`src/rtl/hazard_controller_if.sv`:
```
// Decode-side bundle between the OTTER decoder and the hazard controller.
// The master side is the decoder/pipeline; the slave side is the controller.
interface hazard_controller_if #(
    parameter int unsigned CNT_WIDTH = 16
);
    logic [4:0]           ID_RS1;
    logic [4:0]           ID_RS2;
    logic [4:0]           ID_RD;
    logic                 ID_USES_RS1;
    logic                 ID_USES_RS2;
    logic                 ID_REGWRITE;
    logic                 ID_MEMREAD_2;
    logic                 BRANCH_TAKEN;
    logic                 PC_STALL;
    logic                 FETCH_STALL;
    logic                 DEC_BUBBLE;
    logic                 FLUSH_FETCH;
    logic [1:0]           OVERRIDE_A;
    logic [2:0]           OVERRIDE_B;
    logic [CNT_WIDTH-1:0] STALL_CNT;
    logic [CNT_WIDTH-1:0] FLUSH_CNT;

    modport master (
        output ID_RS1, ID_RS2, ID_RD, ID_USES_RS1, ID_USES_RS2,
               ID_REGWRITE, ID_MEMREAD_2, BRANCH_TAKEN,
        input  PC_STALL, FETCH_STALL, DEC_BUBBLE, FLUSH_FETCH,
               OVERRIDE_A, OVERRIDE_B, STALL_CNT, FLUSH_CNT
    );

    modport slave (
        input  ID_RS1, ID_RS2, ID_RD, ID_USES_RS1, ID_USES_RS2,
               ID_REGWRITE, ID_MEMREAD_2, BRANCH_TAKEN,
        output PC_STALL, FETCH_STALL, DEC_BUBBLE, FLUSH_FETCH,
               OVERRIDE_A, OVERRIDE_B, STALL_CNT, FLUSH_CNT
    );
endinterface

```
`src/rtl/hazard_controller.sv`:
```
// OTTER decode-stage hazard controller: EX/MEM scoreboard, forwarding selects,
// load-use stalls and taken-branch flushes with saturating event counters.
module hazard_controller #(
    parameter int unsigned FLUSH_CYCLES = 2,
    parameter int unsigned CNT_WIDTH    = 16
) (
    input  logic                REG_CLOCK,
    input  logic                REG_RESET,
    hazard_controller_if.slave  bus
);

    localparam int unsigned FCNT_W = 2;
    localparam logic [1:0]  SEL_NONE = 2'd0;
    localparam logic [1:0]  SEL_EX   = 2'd1;
    localparam logic [1:0]  SEL_MEM  = 2'd2;

    typedef enum logic [1:0] {
        RUN        = 2'd0,
        LOAD_STALL = 2'd1,
        FLUSH      = 2'd2
    } state_t;

    typedef struct packed {
        logic       valid;
        logic [4:0] rd;
        logic       regwrite;
        logic       memread;
    } sb_entry_t;

    state_t               state, state_nxt;
    logic [FCNT_W-1:0]    fcnt, fcnt_nxt;
    sb_entry_t            sb_ex, sb_mem;
    logic [CNT_WIDTH-1:0] stall_cnt, flush_cnt;

    logic       hit_ex_a, hit_ex_b, hit_mem_a, hit_mem_b;
    logic       load_use;
    logic [1:0] fwd_a, fwd_b;
    logic       pc_stall, fetch_stall, dec_bubble, flush_fetch;
    logic [1:0] ovr_a, ovr_b;

    // Producer in the scoreboard writes the register this source actually reads.
    function automatic logic hit(input sb_entry_t e, input logic [4:0] rs,
                                 input logic uses);
        return e.valid && e.regwrite && (e.rd != 5'd0) && (e.rd == rs) && uses;
    endfunction

    always_comb begin
        hit_ex_a  = hit(sb_ex,  bus.ID_RS1, bus.ID_USES_RS1);
        hit_ex_b  = hit(sb_ex,  bus.ID_RS2, bus.ID_USES_RS2);
        hit_mem_a = hit(sb_mem, bus.ID_RS1, bus.ID_USES_RS1);
        hit_mem_b = hit(sb_mem, bus.ID_RS2, bus.ID_USES_RS2);
        fwd_a     = hit_ex_a ? SEL_EX : (hit_mem_a ? SEL_MEM : SEL_NONE);
        fwd_b     = hit_ex_b ? SEL_EX : (hit_mem_b ? SEL_MEM : SEL_NONE);
        load_use  = sb_ex.memread && (hit_ex_a || hit_ex_b);
    end

    always_ff @(posedge REG_CLOCK) begin
        if (REG_RESET) begin
            state <= RUN;
            fcnt  <= '0;
        end else begin
            state <= state_nxt;
            fcnt  <= fcnt_nxt;
        end
    end

    // The branch cycle itself is the first flush cycle; FCNT holds the ones left.
    always_comb begin
        state_nxt   = state;
        fcnt_nxt    = fcnt;
        pc_stall    = 1'b0;
        fetch_stall = 1'b0;
        dec_bubble  = 1'b0;
        flush_fetch = 1'b0;
        ovr_a       = SEL_NONE;
        ovr_b       = SEL_NONE;
        case (state)
            RUN, LOAD_STALL: begin
                if (bus.BRANCH_TAKEN) begin
                    flush_fetch = 1'b1;
                    dec_bubble  = 1'b1;
                    fcnt_nxt    = FCNT_W'(FLUSH_CYCLES - 1);
                    state_nxt   = (FLUSH_CYCLES > 1) ? FLUSH : RUN;
                end else if ((state == RUN) && load_use) begin
                    pc_stall    = 1'b1;
                    fetch_stall = 1'b1;
                    dec_bubble  = 1'b1;
                    state_nxt   = LOAD_STALL;
                end else begin
                    ovr_a     = fwd_a;
                    ovr_b     = fwd_b;
                    state_nxt = RUN;
                end
            end
            FLUSH: begin
                flush_fetch = 1'b1;
                dec_bubble  = 1'b1;
                if (fcnt <= FCNT_W'(1)) begin
                    fcnt_nxt  = '0;
                    state_nxt = RUN;
                end else begin
                    fcnt_nxt = fcnt - FCNT_W'(1);
                end
            end
            default: begin
                state_nxt = RUN;
                fcnt_nxt  = '0;
            end
        endcase
    end

    // EX/MEM scoreboard shifts every cycle; a bubble enters EX as invalid.
    always_ff @(posedge REG_CLOCK) begin
        if (REG_RESET) begin
            sb_ex  <= '0;
            sb_mem <= '0;
        end else begin
            sb_mem <= sb_ex;
            if (dec_bubble) begin
                sb_ex <= '0;
            end else begin
                sb_ex <= '{valid: 1'b1, rd: bus.ID_RD,
                           regwrite: bus.ID_REGWRITE, memread: bus.ID_MEMREAD_2};
            end
        end
    end

    always_ff @(posedge REG_CLOCK) begin
        if (REG_RESET) begin
            stall_cnt <= '0;
            flush_cnt <= '0;
        end else begin
            if (pc_stall && (stall_cnt != '1)) begin
                stall_cnt <= stall_cnt + CNT_WIDTH'(1);
            end
            if (flush_fetch && (flush_cnt != '1)) begin
                flush_cnt <= flush_cnt + CNT_WIDTH'(1);
            end
        end
    end

    // Everything reads zero while reset is held, whatever the state was.
    always_comb begin
        bus.PC_STALL    = pc_stall    & ~REG_RESET;
        bus.FETCH_STALL = fetch_stall & ~REG_RESET;
        bus.DEC_BUBBLE  = dec_bubble  & ~REG_RESET;
        bus.FLUSH_FETCH = flush_fetch & ~REG_RESET;
        bus.OVERRIDE_A  = REG_RESET ? 2'd0 : ovr_a;
        bus.OVERRIDE_B  = REG_RESET ? 3'd0 : {1'b0, ovr_b};
        bus.STALL_CNT   = REG_RESET ? '0 : stall_cnt;
        bus.FLUSH_CNT   = REG_RESET ? '0 : flush_cnt;
    end

endmodule

```
`src/flat_wrapper.sv`:
```
// flat-port wrapper written by rule: the top's interface ports become plain ports
module hazard_controller_flat 
#(
    parameter int unsigned FLUSH_CYCLES = 2,
    parameter int unsigned CNT_WIDTH    = 16
)
  (REG_CLOCK, REG_RESET, bus_ID_RS1, bus_ID_RS2, bus_ID_RD, bus_ID_USES_RS1, bus_ID_USES_RS2, bus_ID_REGWRITE, bus_ID_MEMREAD_2, bus_BRANCH_TAKEN, bus_PC_STALL, bus_FETCH_STALL, bus_DEC_BUBBLE, bus_FLUSH_FETCH, bus_OVERRIDE_A, bus_OVERRIDE_B, bus_STALL_CNT, bus_FLUSH_CNT);
  hazard_controller_if #(.CNT_WIDTH(CNT_WIDTH)) bus_i ();
  input  logic REG_CLOCK;
  input  logic REG_RESET;
  input wire logic [$bits(bus_i.ID_RS1)-1:0] bus_ID_RS1;
  input wire logic [$bits(bus_i.ID_RS2)-1:0] bus_ID_RS2;
  input wire logic [$bits(bus_i.ID_RD)-1:0] bus_ID_RD;
  input wire logic [$bits(bus_i.ID_USES_RS1)-1:0] bus_ID_USES_RS1;
  input wire logic [$bits(bus_i.ID_USES_RS2)-1:0] bus_ID_USES_RS2;
  input wire logic [$bits(bus_i.ID_REGWRITE)-1:0] bus_ID_REGWRITE;
  input wire logic [$bits(bus_i.ID_MEMREAD_2)-1:0] bus_ID_MEMREAD_2;
  input wire logic [$bits(bus_i.BRANCH_TAKEN)-1:0] bus_BRANCH_TAKEN;
  output wire logic [$bits(bus_i.PC_STALL)-1:0] bus_PC_STALL;
  output wire logic [$bits(bus_i.FETCH_STALL)-1:0] bus_FETCH_STALL;
  output wire logic [$bits(bus_i.DEC_BUBBLE)-1:0] bus_DEC_BUBBLE;
  output wire logic [$bits(bus_i.FLUSH_FETCH)-1:0] bus_FLUSH_FETCH;
  output wire logic [$bits(bus_i.OVERRIDE_A)-1:0] bus_OVERRIDE_A;
  output wire logic [$bits(bus_i.OVERRIDE_B)-1:0] bus_OVERRIDE_B;
  output wire logic [$bits(bus_i.STALL_CNT)-1:0] bus_STALL_CNT;
  output wire logic [$bits(bus_i.FLUSH_CNT)-1:0] bus_FLUSH_CNT;
  assign bus_i.ID_RS1 = bus_ID_RS1;
  assign bus_i.ID_RS2 = bus_ID_RS2;
  assign bus_i.ID_RD = bus_ID_RD;
  assign bus_i.ID_USES_RS1 = bus_ID_USES_RS1;
  assign bus_i.ID_USES_RS2 = bus_ID_USES_RS2;
  assign bus_i.ID_REGWRITE = bus_ID_REGWRITE;
  assign bus_i.ID_MEMREAD_2 = bus_ID_MEMREAD_2;
  assign bus_i.BRANCH_TAKEN = bus_BRANCH_TAKEN;
  assign bus_PC_STALL = bus_i.PC_STALL;
  assign bus_FETCH_STALL = bus_i.FETCH_STALL;
  assign bus_DEC_BUBBLE = bus_i.DEC_BUBBLE;
  assign bus_FLUSH_FETCH = bus_i.FLUSH_FETCH;
  assign bus_OVERRIDE_A = bus_i.OVERRIDE_A;
  assign bus_OVERRIDE_B = bus_i.OVERRIDE_B;
  assign bus_STALL_CNT = bus_i.STALL_CNT;
  assign bus_FLUSH_CNT = bus_i.FLUSH_CNT;
  hazard_controller #(.FLUSH_CYCLES(FLUSH_CYCLES), .CNT_WIDTH(CNT_WIDTH)) u_core (.REG_CLOCK(REG_CLOCK), .REG_RESET(REG_RESET), .bus(bus_i));
endmodule
```
`config.mk`:
```
export PLATFORM = sky130hd
export DESIGN_NAME = hazard_controller_flat
export DESIGN_NICKNAME = d
export VERILOG_FILES = /design/src/rtl/hazard_controller_if.sv /design/src/rtl/hazard_controller.sv /design/src/flat_wrapper.sv
export SDC_FILE = /design/constraint.sdc
export NUM_CORES = 1
export LEC_CHECK = 0
export CAP_MARGIN = 20
export CORE_ASPECT_RATIO = 0.6
export CORE_MARGIN = 2
export CORE_UTILIZATION = 50
export CTS_CLUSTER_DIAMETER = 150
export CTS_CLUSTER_SIZE = 12
export DETAILED_ROUTE_END_ITERATION = 10
export PLACE_DENSITY = 0.77
export SLEW_MARGIN = 25
export SYNTH_ARGS = -nofsm -noshare
export SYNTH_HDL_FRONTEND = slang
export SYNTH_SLANG_ARGS = --single-unit
```
`constraint.sdc`:
```
create_clock -name REG_CLOCK -period 2.89 [get_ports REG_CLOCK]
set_input_delay 0.578 -clock REG_CLOCK [delete_from_list [all_inputs] [get_ports REG_CLOCK]]
set_output_delay 0.578 -clock REG_CLOCK [all_outputs]
set_load 0.01 [all_outputs]
```
==> results.txt, run 1 <==
The synthesis and PnR run went through. Final worst-path cycle share landed at 0.989. In this run the top signal layer used is met4. Total power per unit cell area landed at around 350 nW/um2. Number of rows in the core area landed at 20. Static timing analysis puts the maximum clock frequency at 350 MHz.

The run finished with clean final reports. The cell area that synthesis handed to floorplanning was about 2800 um2. Per report_power, the Combinational row totals about 160 uW. The share of total power dissipated in the clock network is 0.311. Length of the first detailed-routing pass in iterations landed at 4. Looking at area per cell type in the netlist, the leader is sky130_fd_sc_hd__dfxtp_1.

In the final layout, the share of cells above drive strength 1 is 0.170. Number of hold buffers added after CTS landed at 0. Per the CTS log, the root buffer master is sky130_fd_sc_hd__clkbuf_8. The number of antenna violations at the first check in global routing is 0. Power attributed to sequential cells is 738 uW. Count of cells along the worst hold path landed at 1. Overall power after layout landed at 1300 uW.

Once the clock tree was built, the resizer swapped 29 gates to a different size. Amount of wire on met2 after detailed routing landed at around 3.1 mm. Yosys instantiated no cell more often than sky130_fd_sc_hd__dfxtp_1.

Worst IR drop on VDD landed at approximately 0.32 mV. Count of instantiated cells in the yosys netlist landed at between 300 and 400. Per the layout report, the design carries between 400 and 500 filler cells. Parity-gate share of the synthesized area counting xor and xnor cells landed at 0.0786. Initial cell density of the core landed at 0.535.

Note that the worst hold path type here is reg2reg. Yosys reports the multiplexer fraction of the synthesized area as 0.0566. Total setup buffers inserted after CTS landed at 4.

Of the total synthesized cell area, the portion taken by full adders, half adders and majority gates is 0.00898. Number of endpoints with negative hold slack in the final report landed at 0. Number of standard cells in the layout, taps in and fillers out landed at 473.

Static leakage power landed at around 0.0014 uW. In the final report, the number of pins over their slew limit comes to 0. The worst setup path is captured at an output pin. The slowest stage of the critical path belongs to the cell sky130_fd_sc_hd__nor4_2. Entering global routing, the biggest net connects 31 pins. Data arrives at the worst endpoint at between 2000 and 2500 ps.

In this run the power spent charging and discharging nets is between 300 and 400 uW. Summed over all layers, the global routing overflow is 0.
[run 1: how the worst max path moves through the flow]
stage,startpoint,slack [ps],depth (start not counted),end
global route,bus_ID_RS1[3],-6,8,bus_DEC_BUBBLE
CTS,bus_ID_RS2[1],1,8,bus_OVERRIDE_A[1]
finish,bus_ID_RS2[2],30,8,bus_FETCH_STALL
floorplan,bus_ID_RS2[4],390,5,bus_PC_STALL
detailed placement,bus_ID_RS1[3],-510,7,bus_OVERRIDE_A[0]
global placement,bus_ID_RS1[3],-460,7,bus_OVERRIDE_A[0]
[run 1: sequential cells by signal (all words and copies together), names as in the netlist]
name and cells:
u_core.flush_cnt 16, u_core.sb_mem 7, u_core.stall_cnt 16, u_core.sb_ex 8
u_core.fcnt 2, u_core.state 2
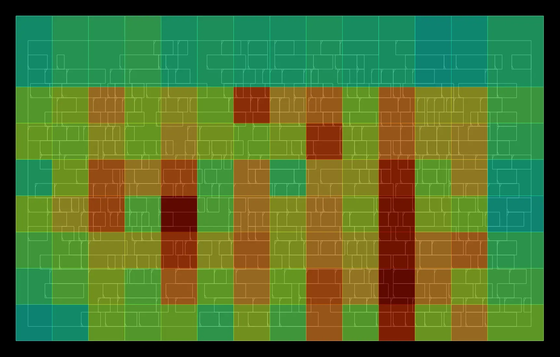
run_1/congestion_map.png
met1 global-route usage: 0.357
GRT busiest layer: met2
all-layer global routing usage: 0.244
grt met3 use: 0.0425

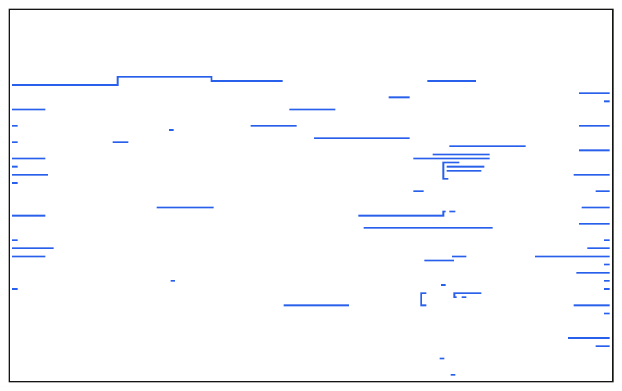
run_1/m3.png
Drawn at 6 px/um.
The layer holds 4.5% of the routed length. The wires run mostly horizontal. The longest straight run is 21.2 um.

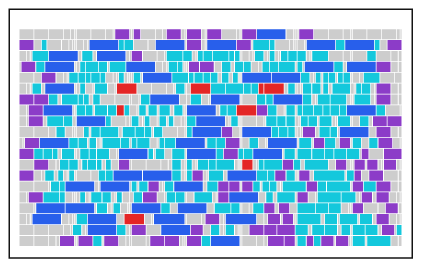
run_1/class_map.png
Drawn at 4 px/um. Fill, decap, tap and diode cells in gray.
Key: remaining logic cells = cyan [cells 259, share of their area 48%]; clock drivers and dummy loads = red [cells 8, share of their area 2.3%]; registers = blue [cells 51, share of their area 28%]; remaining buffers and delay cells = purple [cells 89, share of their area 22%]

run_1/gates.png
Drawn at 4 px/um.
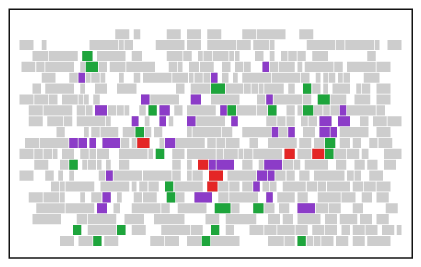

==> inputs of run 2 (changes only) <==
--- a/config.mk
+++ b/config.mk
@@ -5,6 +5,7 @@
 export SDC_FILE = /design/constraint.sdc
 export NUM_CORES = 1
 export LEC_CHECK = 0
+export ABC_AREA = 1
 export CAP_MARGIN = 20
 export CORE_ASPECT_RATIO = 0.6
 export CORE_MARGIN = 2
@@ -12,8 +13,7 @@
 export CTS_CLUSTER_DIAMETER = 150
 export CTS_CLUSTER_SIZE = 12
 export DETAILED_ROUTE_END_ITERATION = 10
-export PLACE_DENSITY = 0.77
-export SLEW_MARGIN = 25
+export PLACE_DENSITY = 0.76
 export SYNTH_ARGS = -nofsm -noshare
 export SYNTH_HDL_FRONTEND = slang
 export SYNTH_SLANG_ARGS = --single-unit
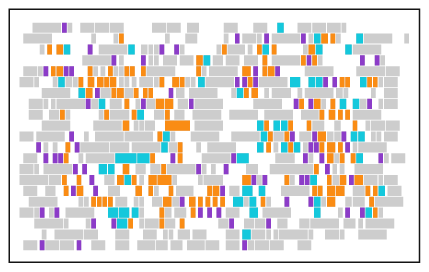
run_2/gates.png
Drawn at 4 px/um.
Key: inv cells = purple [cells 78, most used inv_1, where widely spread]; nand cells = orange [cells 128, most used nand2_1]; aoi and oai cells = cyan [cells 54, most used a21oi_1, where widely spread]

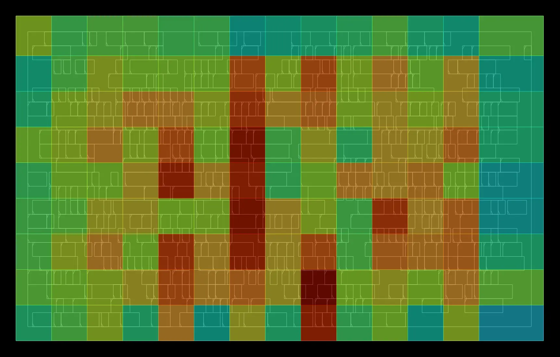
run_2/congestion_map.png
GRT busiest layer: met1
mean routed wirelength per cell: 12.2 um
met2 track demand over resource: 0.356

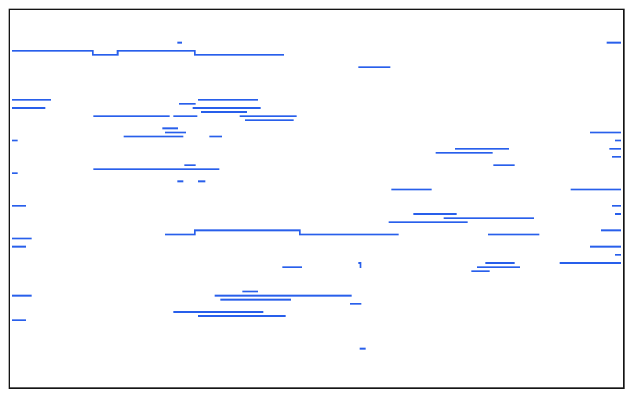
run_2/m3.png
Drawn at 6 px/um.
The longest straight run is 22.5 um. 54 nets have wire on it. The layer holds 5.6% of the routed length. The wires run mostly horizontal.
grt met3 use: 0.0537
total wire length after detailed routing: 7.47 mm

==> run 2 against run 1 <==
Against the previous run: worst hold slack worse by 44 ps; synthesized cell count is 41% higher; maximum frequency increased by 3.3%.
==> results.txt, run 2 <==
The synthesis and PnR run went through. Met1 routing resource usage after global routing landed at 0.368 (+0.0117). The synthesis stats list as the most numerous cell sky130_fd_sc_hd__nor2_1. The total power per unit cell area is 366 nW/um2 (+5.1%).

The highest metal layer carrying signal wires in the routed design is met4. The total setup buffers inserted after CTS came to 0 (-4). According to the timing report, the critical path is captured at bus_OVERRIDE_B[1].

The count of instantiated cells in the yosys netlist was 461 (+41%). The length of the first detailed-routing pass in iterations is 7 (+3). Static leakage power landed at 0.00157 uW (+11%). The number of antenna violations at the first check in global routing is 0 (unchanged). The number of endpoints with negative hold slack in the final report came to 0 (unchanged). The remaining global-route overflow is 0 (unchanged). Number of standard cells in the layout, taps in and fillers out landed at 614 (+30%). Parity-gate share of the synthesized area counting xor and xnor cells landed at 0.0242 (-0.0544). Proportion of layout cells with a drive suffix above 1 landed at 0.105 (-0.0647). Global routing usage summed across all routing layers landed at 0.248 (+0.00404). Sequential-cell power consumption landed at 726 uW (-2%). Power dissipated in combinational cells landed at 154 uW (-4%). The synthesized design spends more area on one cell type than any other, namely sky130_fd_sc_hd__dfxtp_1. The cell area after synthesis was 2890 um2 (+3.8%).

Worst IR drop on VDD landed at 0.197 mV (-38%). The run finished with clean final reports. Post-cts resize count landed at 8 (-72%). Adder and majority gate portion of the synthesized area landed at 0.00865 (-0.000330). Power share of the clock group landed at 0.367 (+0.056). Number of filler instances in the final layout landed at 507 (+24%).

Count of cells along the worst hold path landed at 2 (+1).
[run 2: kinds of logic (layout without fill, tap and decap cells)]
kind of cell / Yosys count / after routing
other cells: 1 / 1
buf+inv: 91 / 164
fa+ha+maj: 2 / 2
compound gates: 55 / 55
xor+xnor: 8 / 8
flops: 51 / 51
simple gates: 253 / 253
[run 2: final cells by class]
type | instances | area, um2 | share of cell area
clock buffers | 5 | 68.8 | 0.0181
repair buffers | 78 | 743 | 0.196
inverters | 78 | 293 | 0.0771
multi-input cells | 319 | 1520 | 0.401
well taps | 80 | 100 | 0.0264
flip-flops and latches | 51 | 1020 | 0.269
clock inverters | 3 | 47.5 | 0.0125
run_2/class_map.png
Drawn at 4 px/um. Fill, decap, tap and diode cells in gray.
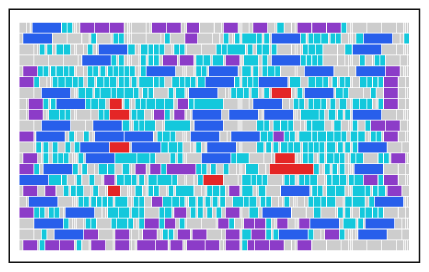

==> inputs of run 3 (changes only) <==
--- a/config.mk
+++ b/config.mk
@@ -13,6 +13,7 @@
 export CTS_CLUSTER_DIAMETER = 150
 export CTS_CLUSTER_SIZE = 12
 export DETAILED_ROUTE_END_ITERATION = 10
+export GPL_ROUTABILITY_DRIVEN = 0
 export PLACE_DENSITY = 0.76
 export SYNTH_ARGS = -nofsm -noshare
 export SYNTH_HDL_FRONTEND = slang
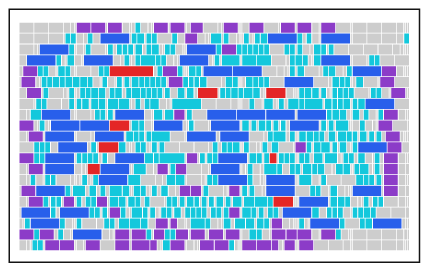
run_3/class_map.png
Drawn at 4 px/um. Fill, decap, tap and diode cells in gray.
Key: registers = blue [cells 51, share of their area 28%]; remaining buffers and delay cells = purple [cells 77, share of their area 20%]; clock drivers and dummy loads = red [cells 8, share of their area 3.1%]; remaining logic cells = cyan [cells 397, share of their area 49%]

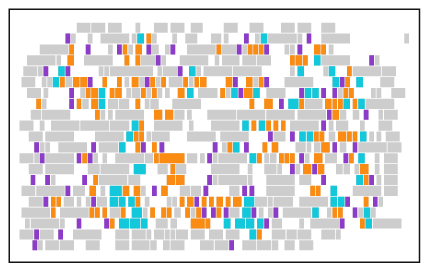
run_3/gates.png
Drawn at 4 px/um.
Key: inv cells = purple [cells 78, most used inv_1, where widely spread]; aoi and oai cells = cyan [cells 54, most used a21oi_1]; nand cells = orange [cells 128, most used nand2_1, where widely spread]

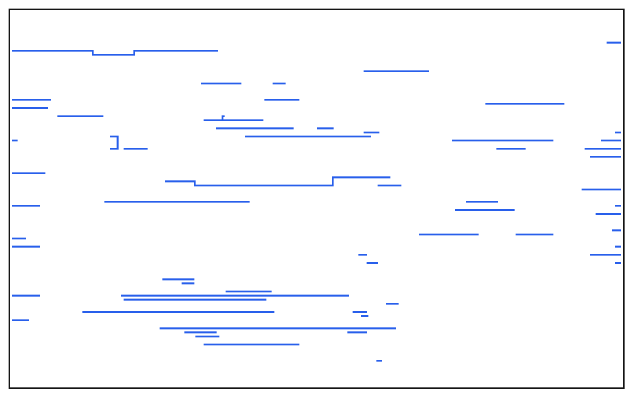
run_3/m3.png
Drawn at 6 px/um.
The layer carries 507 um of wire. 55 nets have wire on it. The layer holds 7.0% of the routed length.

==> run 3 against run 2 <==
Against the previous run: combinational power is 3% lower; via count is 0.91% lower; worst hold slack worse by 7.6 ps; clock-buffer cell count stayed put; critical path type unchanged.
==> results.txt, run 3 <==
The synthesis and PnR run went through. The flow ran to the end, and the final reports show no timing, DRC or antenna violations. The power dissipated in combinational cells was 150 uW (-3%). Adder and majority gate portion of the synthesized area landed at 0.00865 (unchanged). Among the non-sequential cells, simple AND/OR/NAND/NOR gates take the most area. Initial cell density of the core landed at 0.519. Count of instantiated cells in the yosys netlist landed at 461 (unchanged). Number of endpoints with negative hold slack in the final report landed at 0 (unchanged). Sequential-cell power consumption landed at 726 uW (about the same). Per the detail_route log, the uppermost layer with routed signals is met4. The count of cells along the worst hold path was 2 (unchanged).

Remaining global-route overflow landed at 0 (unchanged). The post-cts resize count is 8 (unchanged). The number of standard cells in the layout, taps in and fillers out is 613 (-0.16%). Looking at the gate-level netlist, the highest instance count belongs to sky130_fd_sc_hd__nor2_1. The met1 routing resource usage after global routing came to 0.363 (-0.00587).

The per-cell routed wire length came to 11.9 um (-2.6%). Global routing usage summed across all routing layers landed at 0.245 (-0.00250). Number of cells traversed by the worst register-to-register path landed at 10.

Worst hold slack landed at between 400 and 500 ps. The power share of the clock group is 0.363 (-0.004). Along the worst path, the maximum fanout reaches 3. Wire length reported by the detailed router landed at 7.27 mm (-2.8%). Length of the first detailed-routing pass in iterations landed at 5 (-2). In this run the most used layer during global routing was met2. Summing over the stages, the warning tally comes to 27. Share of synthesized cell area in and-or and or-and compound cells landed at 0.105. Detailed-route iteration 0 reported a violation count of around 160. Area fraction in mux cells landed at 0. Cell area after synthesis landed at 2890 um2 (unchanged). The number of antenna violations at the first check in global routing was 0 (unchanged). The total setup buffers inserted after CTS came to 0 (unchanged). The most critical setup path has its endpoint at bus_OVERRIDE_A[0].

Static leakage power landed at 0.00155 uW (-1.7%). Parity-gate share of the synthesized area counting xor and xnor cells landed at 0.0242 (unchanged). Looking at area per cell type in the netlist, the leader is sky130_fd_sc_hd__dfxtp_1. Worst IR drop on VDD landed at 0.275 mV (+40%). Measured on the finished design, the core utilization comes to 0.673.
run 3: worst max-delay path: stages:
cell	delay, ps
sky130_fd_sc_hd__clkdlybuf4s50_1	500
sky130_fd_sc_hd__inv_2	60
sky130_fd_sc_hd__nand2_1	50
sky130_fd_sc_hd__nand3_1	80
sky130_fd_sc_hd__nor2_1	100
sky130_fd_sc_hd__nand3_1	110
sky130_fd_sc_hd__buf_4	150
sky130_fd_sc_hd__buf_4	130
sky130_fd_sc_hd__nor3_1	160
sky130_fd_sc_hd__dlygate4sd2_1	290
run 3: cell type report:
cell class                 count  area, um2
timing repair buffer          77        713
fill                         506       1820
clock inverter                 3       43.8
sequential                    51       1020
clock buffer                   5       68.8
inverter                      78        293
tap                           80        100
multi-input combinational    319       1510

==> layout pictures side by side <==
Drive-strength map.
Drawn at 4 px/um.
panel A
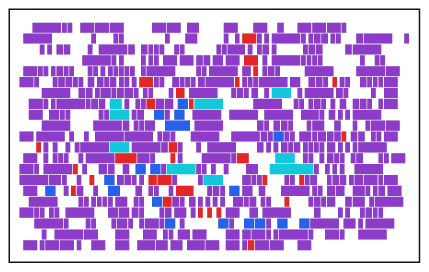
panel B
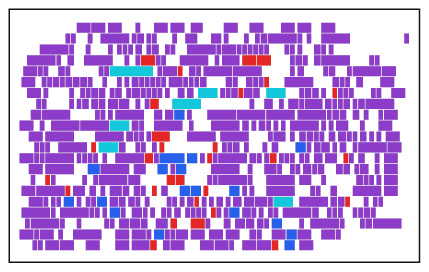
panel C
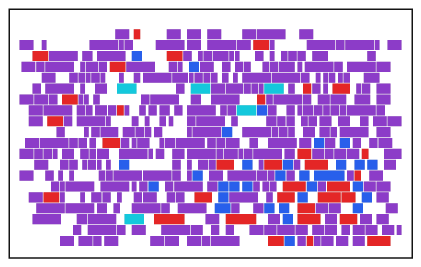
The one with the fewest cells is panel C.
- run 2 = panel A
- run 3 = panel B
- run 1 = panel C

No activity file was given, so power comes from the tool's default toggle rates.
